Routed metal, one color a layer:
Bar = 50 um.
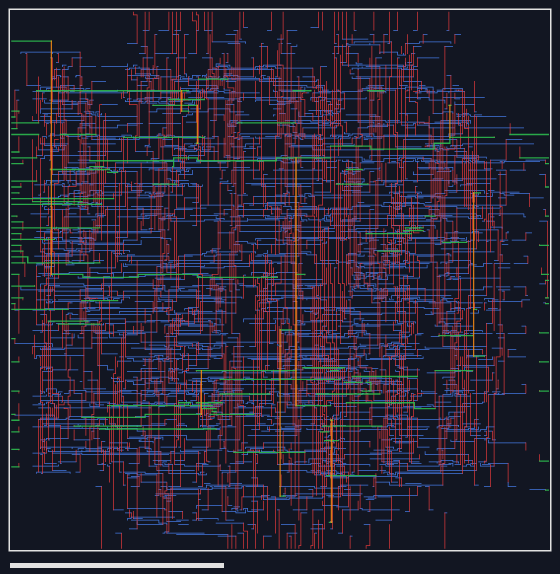
The clock network:
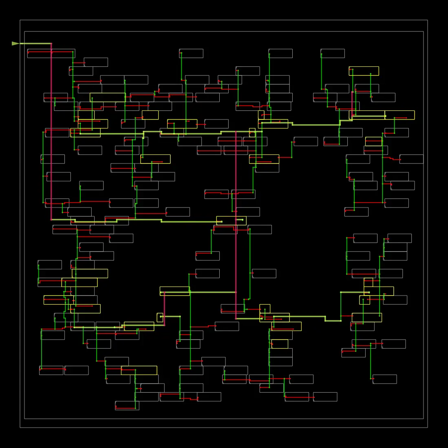
Placed cells, one color a class:
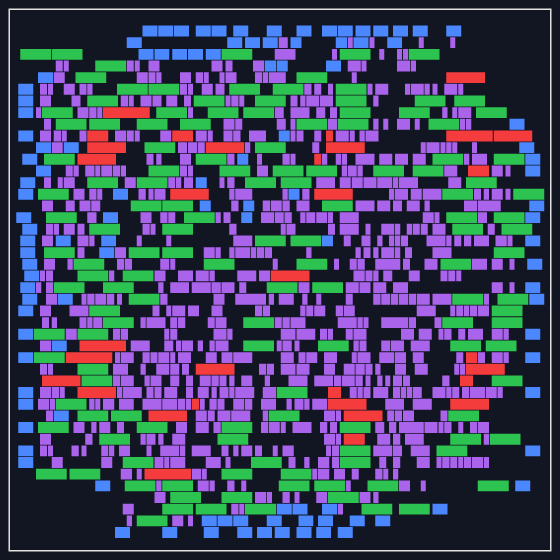
Clock wires, drivers and flops:
Bar = 50 um.
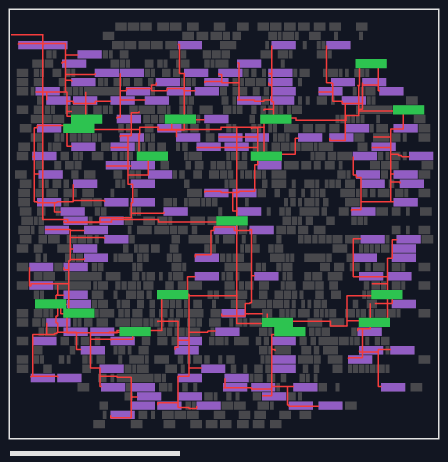
===== config.mk =====
export PLATFORM = sky130hd
export DESIGN_NAME = mul_sequencer
export DESIGN_NICKNAME = d
export VERILOG_FILES = /design/src/rtl/mul_sequencer.sv
export SDC_FILE = /design/constraint.sdc
export NUM_CORES = 1
export LEC_CHECK = 0
export CAP_MARGIN = 20
export CORE_UTILIZATION = 46
export DETAILED_ROUTE_END_ITERATION = 12
export PLACE_DENSITY = 0.69
export SETUP_SLACK_MARGIN = 0.5
export SYNTH_ARGS = -nofsm -noshare
export SYNTH_HDL_FRONTEND = slang
export SYNTH_SLANG_ARGS = --single-unit

===== constraint.sdc =====
create_clock -name clk -period 5.48 [get_ports clk]
set_input_delay 1.096 -clock clk [delete_from_list [all_inputs] [get_ports clk]]
set_output_delay 1.096 -clock clk [all_outputs]
set_load 0.02 [all_outputs]

===== src/rtl/mul_sequencer.sv =====
// Shift-add multiplier controller for the RV32M MUL path.
// It steps one 32-bit adder up to 32 times to form the low word of a*b.
module mul_sequencer #(
  parameter bit SKIP_ZERO = 1'b1
) (
  input  logic        clk,
  input  logic        reset,
  input  logic        start,
  input  logic [31:0] a,
  input  logic [31:0] b,
  output logic        busy,
  output logic        done,
  output logic [31:0] result
);

  typedef enum logic [1:0] {StIdle, StBusy, StDone} state_e;

  state_e      state_q;
  logic [31:0] acc_q;
  logic [31:0] mcand_q;
  logic [31:0] mplier_q;
  logic [4:0]  count_q;
  logic        busy_q;
  logic        done_q;
  logic [31:0] result_q;

  logic [31:0] add_sum;
  logic [31:0] acc_d;
  logic        early_exit;

  // The adder's carry-out is not needed: the product is taken modulo 2^32.
  always_comb begin
    add_sum    = acc_q + mcand_q;
    acc_d      = mplier_q[0] ? add_sum : acc_q;
    early_exit = SKIP_ZERO && (mplier_q == 32'd0);
  end

  always_ff @(posedge clk) begin
    if (reset) begin
      state_q  <= StIdle;
      acc_q    <= 32'd0;
      mcand_q  <= 32'd0;
      mplier_q <= 32'd0;
      count_q  <= 5'd0;
      busy_q   <= 1'b0;
      done_q   <= 1'b0;
      result_q <= 32'd0;
    end else begin
      unique case (state_q)
        StIdle, StDone: begin
          if (start) begin
            state_q  <= StBusy;
            acc_q    <= 32'd0;
            mcand_q  <= a;
            mplier_q <= b;
            count_q  <= 5'd0;
            busy_q   <= 1'b1;
            done_q   <= 1'b0;
          end else begin
            state_q <= StIdle;
            busy_q  <= 1'b0;
            done_q  <= 1'b0;
          end
        end
        StBusy: begin
          if (early_exit) begin
            // Remaining multiplier bits are zero, so acc already holds the product.
            state_q  <= StDone;
            busy_q   <= 1'b0;
            done_q   <= 1'b1;
            result_q <= acc_q;
          end else begin
            acc_q    <= acc_d;
            mcand_q  <= mcand_q << 1;
            mplier_q <= mplier_q >> 1;
            count_q  <= count_q + 5'd1;
            if (count_q == 5'd31) begin
              state_q  <= StDone;
              busy_q   <= 1'b0;
              done_q   <= 1'b1;
              result_q <= acc_d;
            end
          end
        end
        default: begin
          state_q <= StIdle;
          busy_q  <= 1'b0;
          done_q  <= 1'b0;
        end
      endcase
    end
  end

  assign busy   = busy_q;
  assign done   = done_q;
  assign result = result_q;

endmodule


==> impl_metrics.yaml <==
# synthesis and place-and-route metrics
routing:
  drt-initial-drc-count: 464
  wire_per_inst_um: 16.4
  wl_met2_um: 8950
  via_per_inst: 5.81
  wl_met1_um: 8480
  dr.pass1.iters: 5
  routed-wl-met3_um: 932
global_routing:
  grt_overflow: 0
  grt_usage_pct: 24.1
  grt_util_met3_pct: 5.52
  met1_usage_pct: 31.8
  antenna_found_initial: 0
  grt_pass1_vias: 6010
  grtUsageMet2_pct: 39.2
critical_path:
  critPathLaunch: "mcand_q[0]"
  critical_path.endpoint_type: "register"
  arrival_ns: 3.16
  r2r_cells: 11
  worst_path_largest_cell_delay_ns: 0.42
  critPathCapture: "result[28]"
  critical_path_buf_inv_count: 0
  crit_type: "register to register"
  critPathTopFamily: "AND-OR/OR-AND gates"
  worst_path_max_delay_cell: "fa_1"
  cp_num_cells: 11
  critical_path_required_ns: 5.74
  r2r-start: "mcand_q[0]"
logic_synthesis:
  edf_count: 0
  yosys_cells: 867
  ys_ff: 137
  synthesis.nets: 968
  ys_sh_xor_pct: 3.47
  yosysChipArea_sq_mm: 0.00707
  top_logic_kind: "AND-OR/OR-AND gates"
  synth_top_flop_cell: "dfxtp_1"
  ys_sh_simple_pct: 18.3
  synth_cell_types: 64
final_layout:
  drive_above_1_share_pct: 7.05
  mostFrequentLayoutCells: "dfxtp_1 (137), nand2_1 (128), a21oi_1 (112)"
  mostFrequentLayoutCell: "dfxtp_1"
  area_growth_pct: 25.1
  nFillCells: 1333
  diodes: 0
  fin_nets: 1038
final_timing:
  setup_viol_count_final: 0
  max_slew_margin_pct: 25.8
  rsz0062_at_grt: "no"
  min_period_ns: 2.90
  finalMaxSlewViolations: 0
  hold_viol: 0
cts:
  root_buffer: "clkbuf_16"
  clkTransAtPathRegs_ns: 0.06
  h-tree-depth: 4
  hold_buffers: 0
  cts.repair.resized: 0
worst_hold_path:
  hold_path.class: "register to register"
  whs_endpoint: "mplier_q[13]"
  min_from: "mplier_q[13]"
placed_design:
  port_buffers: 100
  globalplace.congestion: 0.897
power_and_ir_drop:
  p_per_area_mw_per_mm2: 306
  vdd_drop_max_uv: 302
  leakage_nw: 3.27
run_status:
  outcome: "finished, final reports clean"
flow_run:
  maxCapViolations: 0
  openroad.warnings: 26
die:
  fp_util_pct: 47.9
  dieArea_sq_mm: 0.0159
Notes on 'routed metal, one color a layer' above:
red -> metal 2  # wire length 8950 um
blue -> metal 1  # wire length 8480 um
green -> metal 3  # wire length 932 um
orange -> metal 4  # wire length 244 um

Notes on 'the clock network' above:
clock sinks: 137
Clock net power: 1.28 mW
CTS Buf Count: 17

Notes on 'placed cells, one color a class' above:
green -> flops  # cells 137
red -> clock drivers and dummy loads  # cells 32
purple -> combinational and other logic  # cells 670
blue -> other buffers and delay cells  # cells 111

Notes on 'clock wires, drivers and flops' above:
green -> clock drivers  # count 17
purple -> flip-flops  # count 137
red -> clock wires  # length 1690 um
routed clock nets = 18
clock share of power: 47.5%
clk_lat worst skew: 0.42 ns
final clock skew: 0.00660 ns

-- layout make-up --
class | instances | area [sq um] | area share [%]
flip-flops and latches | 137 | 2740 | 31.0
multi-input cells | 663 | 4090 | 46.3
clock buffers | 21 | 480 | 5.43
repair buffers | 111 | 1080 | 12.2
well taps | 184 | 230 | 2.60
clock inverters | 11 | 190 | 2.15
inverters | 7 | 26.3 | 0.297
-- stage by stage --
| stage | std cells | area, sq um | hold WS, ns | total power [mW] | setup WS (ns) |
|---|---|---|---|---|---|
| after floorplan | 867 | 7070 | 0.436 | 1.31 | 3.00 |
| after global placement | 1102 | 8170 | 0.444 | 1.43 | 2.56 |
| after detailed placement | 1102 | 8170 | 0.453 | 1.44 | 2.53 |
| after CTS | 1134 | 8840 | 0.472 | 2.72 | 2.64 |
| after global routing | 1134 | 8840 | 0.491 | 2.81 | 2.31 |
| final | 1134 | 8840 | 0.472 | 2.70 | 2.58 |
-- synth_stat cells, types with 16 or more instances --
| cell type | count | share of area (%) |
|---|---|---|
| a211oi_1 | 26 | 2.8 |
| o21ai_0 | 17 | 1.2 |
| nand3_1 | 27 | 1.9 |
| mux2i_1 | 16 | 2.3 |
| nand2_1 | 128 | 6.8 |
| ha_1 | 33 | 5.8 |
| xnor2_1 | 16 | 2.0 |
| a22oi_1 | 53 | 5.6 |
| nor2_1 | 84 | 4.5 |
| dfxtp_1 | 137 | 39 |
| a21oi_1 | 112 | 7.9 |
| clkbuf_1 | 52 | 2.8 |
-- power by group --
group	switching, mW	internal, mW
sequential	0.0415	1.04
combinational	0.198	0.139
clock	0.430	0.855
total	0.669	2.04
-- state kept, by name, summed over array words and instances, names as in the netlist --
register,cells
done,1
busy,1
state_q,2
mplier_q,32
count_q,5
result,32
mcand_q,32
acc_q,32
No activity file was given, so power comes from the tool's default toggle rates.
